## config.mk

```make
export PLATFORM = sky130hd
export DESIGN_NAME = fifo_pop_arbiter
export DESIGN_NICKNAME = d
export VERILOG_FILES = /design/src/rtl/fifo_pop_arbiter.sv
export SDC_FILE = /design/constraint.sdc
export NUM_CORES = 1
export LEC_CHECK = 0
export ABC_AREA = 1
export CAP_MARGIN = 5
export CELL_PAD_IN_SITES_DETAIL_PLACEMENT = 1
export CELL_PAD_IN_SITES_GLOBAL_PLACEMENT = 1
export CORE_ASPECT_RATIO = 0.7
export CORE_UTILIZATION = 43
export DETAILED_ROUTE_END_ITERATION = 10
export DONT_BUFFER_PORTS = 1
export PLACE_DENSITY = 0.9
export SLEW_MARGIN = 40
export SYNTH_ARGS = -nofsm -noshare
export SYNTH_HDL_FRONTEND = slang
export SYNTH_SLANG_ARGS = --single-unit
```

## constraint.sdc

```tcl
create_clock -name clk -period 3.1 [get_ports clk]
set_clock_uncertainty 0.2 [all_clocks]
set_input_delay 0.62 -clock clk [delete_from_list [all_inputs] [get_ports clk]]
set_output_delay 0.62 -clock clk [all_outputs]
set_load 0.1 [all_outputs]
```

## src/rtl/fifo_pop_arbiter.sv

```systemverilog
// fifo_pop_arbiter: round-robin read-side stage between four FWFT input FIFOs
// and four output FIFOs. Each cycle one eligible input is popped and its head
// word is pushed, one cycle later, into the output FIFO selected by the word's
// two class MSBs. Output FIFOs that are almost full block every input whose
// head word targets them.
module fifo_pop_arbiter #(
  parameter int WORD_SIZE = 10,
  parameter int NUM_FIFO  = 4
) (
  input  logic                          clk,
  input  logic                          reset,
  input  logic [NUM_FIFO-1:0]           fifo_empty,
  input  logic [NUM_FIFO*WORD_SIZE-1:0] data_in,
  input  logic [NUM_FIFO-1:0]           almost_full,
  output logic [NUM_FIFO-1:0]           pop,
  output logic [NUM_FIFO-1:0]           push,
  output logic [WORD_SIZE-1:0]          data_out,
  output logic                          stall,
  output logic [7:0]                    xfer_count
);

  typedef enum logic [1:0] {
    IDLE   = 2'b00,
    ACTIVE = 2'b01,
    STALL  = 2'b10
  } state_t;

  state_t               state;
  state_t               next_state;
  logic [1:0]           rr_ptr;
  logic [1:0]           dest [NUM_FIFO];
  logic [NUM_FIFO-1:0]  eligible;
  logic                 grant_valid;
  logic [1:0]           grant_idx;
  logic [1:0]           cand;
  logic [WORD_SIZE-1:0] grant_word;
  logic [NUM_FIFO-1:0]  push_q;

  // Destination class of each head word and whether it may be popped now.
  always_comb begin
    eligible = '0;
    for (int unsigned i = 0; i < NUM_FIFO; i++) begin
      dest[i]     = data_in[i*WORD_SIZE + WORD_SIZE - 2 +: 2];
      eligible[i] = !fifo_empty[i] && !almost_full[dest[i]];
    end
  end

  // Round-robin search starting at rr_ptr; first eligible input wins.
  always_comb begin
    grant_valid = 1'b0;
    grant_idx   = '0;
    cand        = '0;
    for (int unsigned off = 0; off < NUM_FIFO; off++) begin
      cand = rr_ptr + off[1:0];
      if (!grant_valid && eligible[cand]) begin
        grant_valid = 1'b1;
        grant_idx   = cand;
      end
    end
  end

  assign grant_word = data_in[grant_idx*WORD_SIZE +: WORD_SIZE];

  // Mealy pop strobe, suppressed while reset is asserted.
  always_comb begin
    pop = '0;
    if (grant_valid && !reset)
      pop[grant_idx] = 1'b1;
  end

  // Transfer datapath: capture the granted word and strobe its destination.
  always_ff @(posedge clk) begin
    if (reset) begin
      rr_ptr     <= '0;
      push_q     <= '0;
      data_out   <= '0;
      xfer_count <= '0;
    end else if (grant_valid) begin
      rr_ptr           <= grant_idx + 2'd1;
      push_q           <= '0;
      push_q[dest[grant_idx]] <= 1'b1;
      data_out         <= grant_word;
      xfer_count       <= xfer_count + 8'd1;
    end else begin
      push_q <= '0;
    end
  end

  // A word popped in the cycle before reset is dropped: masking the registered
  // strobe with reset keeps it from ever reaching the output FIFO.
  assign push = reset ? '0 : push_q;

  // FSM state register.
  always_ff @(posedge clk) begin
    if (reset)
      state <= IDLE;
    else
      state <= next_state;
  end

  // Next state from this cycle's input conditions.
  always_comb begin
    next_state = IDLE;
    if (fifo_empty == '1)
      next_state = IDLE;
    else if (grant_valid)
      next_state = ACTIVE;
    else
      next_state = STALL;
  end

  assign stall = (state == STALL);

endmodule

```

Figure 1. Cells colored by class (run 1).
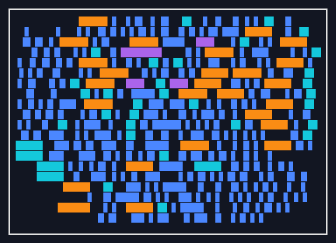
[cyan] other buffers and delay cells | cells: 35
[blue] combinational and other logic | cells: 265
[purple] clock drivers and dummy loads | cells: 4
[orange] flops | cells: 26

Figure 2. Met4 routing (run 1).
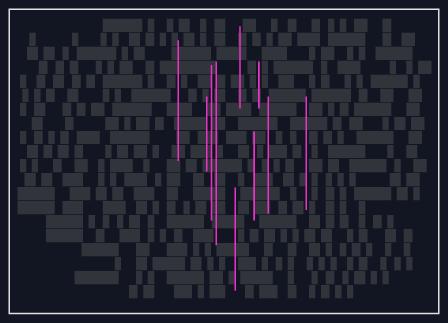
wire length on this layer: 208 um
longest straight run: 35.4 um
main direction: vertical
nets with wire on the layer: 10
share of all routed wire: 2.9%
wire length after detailed routing: 7116 um
vias after detailed routing: 2249

==> flow_summary_export.csv, run 1 <==
group,metric,value,unit
critical_path,startpoint_type,"input pin",
critical_path,crit-reg2reg-capture,"state[1]",
timing,worst_slew_pin_slew,0.5768,ns
place,gp_routability_congestion,0.8815,
synthesis,postSynth.asyncResetShare,0,%
drt,met3_wirelength,520,um
global_routing,via_count_of_the_first_global_routing_pass,2218,
drt,ant_nets,0,
cts,cts_made_buffers,3,
drt,top_layer_used,"met4",
critical_path,critical_path_required,2.28,ns
min_path,hold_end,"xfer_count[7]",
timing,max-slew-margin-rel,61.55,%
power,power.net_switching,0.002099,W
run_status,outcome,"finished, final reports clean",
synthesis,postSynthCellCount,305,
critical_path,critical_path.cell_chain,"inv_2 > nand2_1 > nand3_1 > nand2_2 > nand3_2 > nand2_2 > o21ai_4 > buf_12 > nand2_2 > nand2_2 > nand3_4 > inv_4 > ha_1 > inv_1 > nor2_4 > buf_12",
synthesis,synth.yosys.num_cells,305,
floorplanning,floorplan.core_util,45.17,%
min_path,timing.hold.worst.class,"in -> reg",
timing,period_utilization_post_route,99.41,%
layout,synthToLayoutAreaGrowth,25.81,%
job,openroad.warnings,31,
cts,cts.htree.levels,1,
layout,finalNetCount,386,
synthesis,syn_nets,360,
synthesis,yosys_warnings,0,
critical_path,reg2reg_slack,0.55,ns
drt,first_iter_violations,142,
place,hpwl,5011,um
floorplanning,design.die.area,0.004880,mm^2
floorplanning,row_count,20,
synthesis,synth_area,0.001978,mm^2
synthesis,ys_chip_area,0.001978,mm^2
timing,fmaxAchievable,0.3245,GHz
layout,top_register,"data_out",
global_routing,groute.layer.met1.usage,32.70,%
global_routing,grt_met2_usage,46.25,%
timing,finalMaxSlewViolations,0,
place,place_ws,0.01115,ns
Figure 3. Routed metal per tile (run 1).
The die is cut into 17 by 12 equal tiles; dark blue is low, red is high, scaled to the fullest tile. Values are wire area over tile area, all layers added.
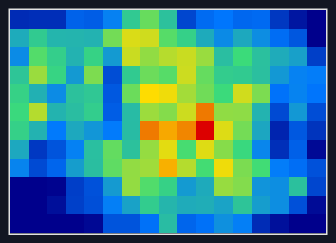
densest ninth of the die: center
tiles over half the peak: 28%
mean over tiles: 0.24
nearly empty tiles: 7.4%
emptiest ninth of the die: south-west
post-DR wirelength/cell: 18.48 um
GR Util All Layers: 26.54%

-- run 1: cell families (layout without fill, tap and decap cells) --
| group | Yosys count | after routing | synth area share, % |
|---|---|---|---|
| AOI/OAI and AO/OA | 12 | 12 | 4.302 |
| adders and majority gates | 5 | 5 | 3.163 |
| and+or+nand+nor | 213 | 213 | 53.19 |
| DFF | 26 | 26 | 26.31 |
| xor gates and xnor gates | 1 | 1 | 0.4428 |
| buffers and inverters | 48 | 73 | 12.59 |
-- run 1: layout make-up --
type                            count  area (um^2)
Clock buffer                        3        41.29
Clock inverter                      1        30.03
Fill cell                         575         1891
Inverter                           34        137.6
Multi-Input combinational cell    231         1348
Sequential cell                    26        538.0
Tap cell                           55        68.82
Timing Repair Buffer               35        325.3
Figure 4. Clock nets (run 1).
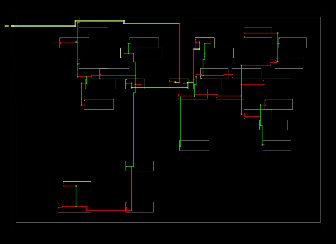

==> run 1 -> run 2 <==
--- a/config.mk
+++ b/config.mk
@@ -14,7 +14,6 @@
 export DETAILED_ROUTE_END_ITERATION = 10
 export DONT_BUFFER_PORTS = 1
 export PLACE_DENSITY = 0.9
-export SLEW_MARGIN = 40
 export SYNTH_ARGS = -nofsm -noshare
 export SYNTH_HDL_FRONTEND = slang
 export SYNTH_SLANG_ARGS = --single-unit
Figure 5. Clock nets (run 2).
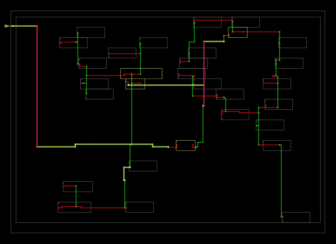
clkbuf count: 3
number of buffers created by CTS: 3
P_clk: 0.000292 W
latest clock arrival within the worst-skew pair: 0.29 ns
number of sinks handled by clock tree synthesis: 26

==> run 2 against run 1 <==
Compared with the run above:
- the run now ends with negative setup slack left
- critical endpoint is now pop[0]
- highest routed layer unchanged
- sequential power shrank 2.7%
- design area is 1.2% higher
- cell count fell by 0.78%
- maximum frequency is 1.1% lower
- synthesized cell count unchanged
- critical path type unchanged
==> flow_summary_export.csv, run 2 <==
group,metric,value,unit
layout,sequential_cell_total,26,
timing,fmaxAchievable,0.3208,GHz
global_routing,groute.layer.met1.usage,31.85,%
layout,layout.filler_cells,571,
timing,postLayoutSetupSlackWorst,-0.01717,ns
floorplanning,design.die.area,0.004880,mm^2
timing,finalMaxSlewViolations,0,
floorplanning,row_count,20,
drt,routed_wl,7327,um
synthesis,postSynth.asyncResetShare,0,%
layout,clk_share,2.832,%
layout,seq_share,20.86,%
drt,top_layer_used,"met4",
place,place_ws,0.02366,ns
drt,post_dr_wirelength_cell,19.18,um
drt,num_vias,2239,
critical_path,startpoint_type,"input pin",
layout,sequential_cell_area,525.5,um^2
synthesis,ys_chip_area,0.001978,mm^2
critical_path,crit-reg2reg-capture,"push_q[2]",
job,openroad.warnings,30,
layout,top_register,"data_out",
run_status,outcome,"complete, but fails checks",
synthesis,yosys_warnings,0,
min_path,hold_end,"xfer_count[5]",
timing,period_utilization_post_route,100.6,%
drt,met3_wirelength,508,um
layout,sh_comb_area,55.99,%
timing,worst_slew_pin_slew,1.052,ns
run_status,violations,"negative setup slack",
timing,max-slew-margin-rel,29.79,%
critical_path,reg2reg_slack,0.75,ns
drt,first_iter_violations,82,
cts,cts.htree.levels,1,
global_routing,grt_met2_usage,46.02,%
layout,comb.multi_input.count,231,
floorplanning,tapCellCount,55,
synthesis,synth.yosys.num_cells,305,
timing,setup_violators_final,2,
layout,final.signal_inverter_count,34,
Figure 6. Routed clock nets over the placement (run 2).
Scale bar: 20 um.
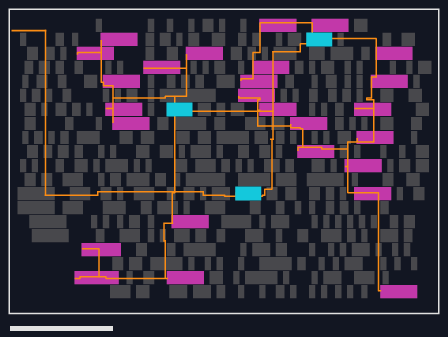
[orange] clock wires | length: 406 um
[cyan] clock drivers | count: 3
[magenta] flip-flops | count: 26
flops lie: widely spread

run 2: netlist changes by cell type in the layout (fill, tap and decap cells not counted), moves of 4 or more:
cell,delta
sky130_fd_sc_hd__dfxtp_1,+10
sky130_fd_sc_hd__nand2_2,-4
sky130_fd_sc_hd__nand3_2,+6
sky130_fd_sc_hd__nand2_4,+4
sky130_fd_sc_hd__nand3_1,-7
sky130_fd_sc_hd__dfxtp_2,-10
run 2: cells by family after synthesis:
group / synth area share, %
simple gates: 53.19
flops: 26.31
xor+xnor: 0.4428
buf+inv: 12.59
fa+ha+maj: 3.163
compound gates: 4.302
run 2: power by group:
part           internal [W]  switching [W]  total, W  leakage, nW
logic              0.000764        0.00159   0.00235        0.933
registers          0.000439       0.000414  0.000853        0.215
clock network      0.000173       0.000119  0.000292       0.0357
Figure 7. Cells colored by class (run 2).
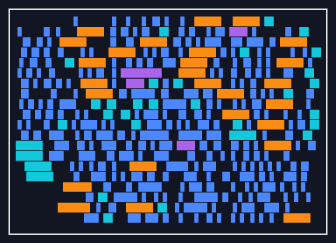

==> run 2 -> run 3 <==
--- a/config.mk
+++ b/config.mk
@@ -10,10 +10,10 @@
 export CELL_PAD_IN_SITES_DETAIL_PLACEMENT = 1
 export CELL_PAD_IN_SITES_GLOBAL_PLACEMENT = 1
 export CORE_ASPECT_RATIO = 0.7
-export CORE_UTILIZATION = 43
+export CORE_UTILIZATION = 40
 export DETAILED_ROUTE_END_ITERATION = 10
 export DONT_BUFFER_PORTS = 1
-export PLACE_DENSITY = 0.9
+export PLACE_DENSITY = 0.85
 export SYNTH_ARGS = -nofsm -noshare
 export SYNTH_HDL_FRONTEND = slang
 export SYNTH_SLANG_ARGS = --single-unit
Figure 8. Cells colored by class (run 3).
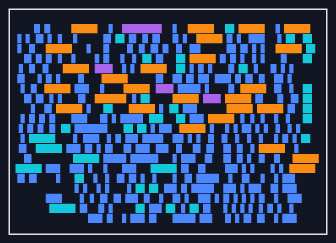
[orange] flops | cells: 26
[blue] combinational and other logic | cells: 265
[cyan] other buffers and delay cells | cells: 35
[purple] clock drivers and dummy loads | cells: 4

==> run 3 against run 2 <==
Compared with the run above:
- the flow still finishes with violations (negative setup slack)
- global-route usage down 2.1 points
- combinational power about the same
- core utilization down 0.39 points
- worst setup slack worse by 0.016 ns
- non-clock buffer count up 3
- hold slack better by 0.0076 ns
- sequential share of layout area down 0.60 points
- critical path depth up 1
- clock power down 2%
- cell count up 3.7%
- design area up 2.7%
- wire length down 0.45%
- highest routed layer unchanged
==> flow_summary_export.csv, run 3 <==
group,metric,value,unit
drt,ant_nets,0,
timing,worst_slew_pin_slew,1.024,ns
layout,n_clock_buffer,3,
drt,first_iter_violations,84,
timing,finalMaxSlewViolations,0,
synthesis,yosys_warnings,0,
synthesis,synth_area,0.001978,mm^2
floorplanning,floorplan.core_util,43.67,%
layout,seq_share,20.26,%
layout,sequential_cell_area,524.3,um^2
synthesis,ys_sh_xor,0.4428,%
synthesis,fa_ha_area_share,3.163,%
run_status,violations,"negative setup slack",
power,clock_power_share,8.1,%
critical_path,critical_path_required,2.28,ns
power,power_combinational,0.00238,W
critical_path,startpoint_type,"input pin",
timing,postLayoutSetupSlackWorst,-0.03282,ns
synthesis,synth.yosys.num_cells,305,
layout,layout.filler_cells,593,
drt,num_vias,2270,
cts,cts_made_buffers,3,
global_routing,via_count_of_the_first_global_routing_pass,2010,
critical_path,critical_path.cell_chain,"inv_1 > nand2_1 > nand3_1 > nand2_2 > nand3_4 > nand3_2 > o21ai_4 > nand4_1 > nand3_2 > nand2_4 > inv_4 > ha_1 > inv_1 > nor2_4 > buf_12",
synthesis,ys_chip_area,0.001978,mm^2
global_routing,groute.layer.met1.usage,32.13,%
run_status,outcome,"complete, but fails checks",
timing,period_utilization_post_route,101.1,%
layout,final.signal_inverter_count,34,
timing,setup_violators_final,3,
global_routing,grt_met2_usage,41.04,%
drt,routed_wl,7294,um
floorplanning,tapCellCount,66,
floorplanning,design.die.area,0.005235,mm^2
Figure 9. Clock nets (run 3).
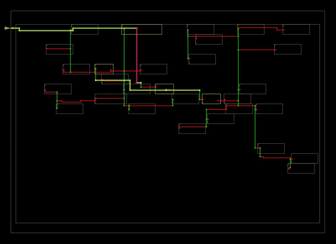
latest clock arrival within the worst-skew pair: 0.28 ns
P_clk: 0.000286 W

==> run 3: worst min-delay path by stage <==
stage | slack (ns) | cells past startpoint | to
CTS | 0.20 | 1 | xfer_count[7]
floorplan | 0.41 | 2 | rr_ptr[1]
detailed placement | 0.35 | 1 | xfer_count[0]
finish | 0.20 | 1 | xfer_count[5]
global placement | 0.31 | 2 | xfer_count[3]
global route | 0.18 | 1 | xfer_count[7]
==> run 3: what timing repair did <==
action                                  in CTS  in global routing
pin swaps                                    1                 13
hold endpoints to repair                     0                  0
buffers inserted                             1                  4
endpoints found under the setup margin       4                  4
gates cloned                                 0                  0
resized                                      3                 42
==> run 3: stage by stage <==
stage	area [um^2]	utilization [%]
floorplan	2022	-
global placement	2285	50.44
detailed placement	2285	50.44
CTS	2372	52.38
global route	2587	57.13
finish	2587	57.13
Power figures rest on the tool's default switching activity, not on a simulated workload.
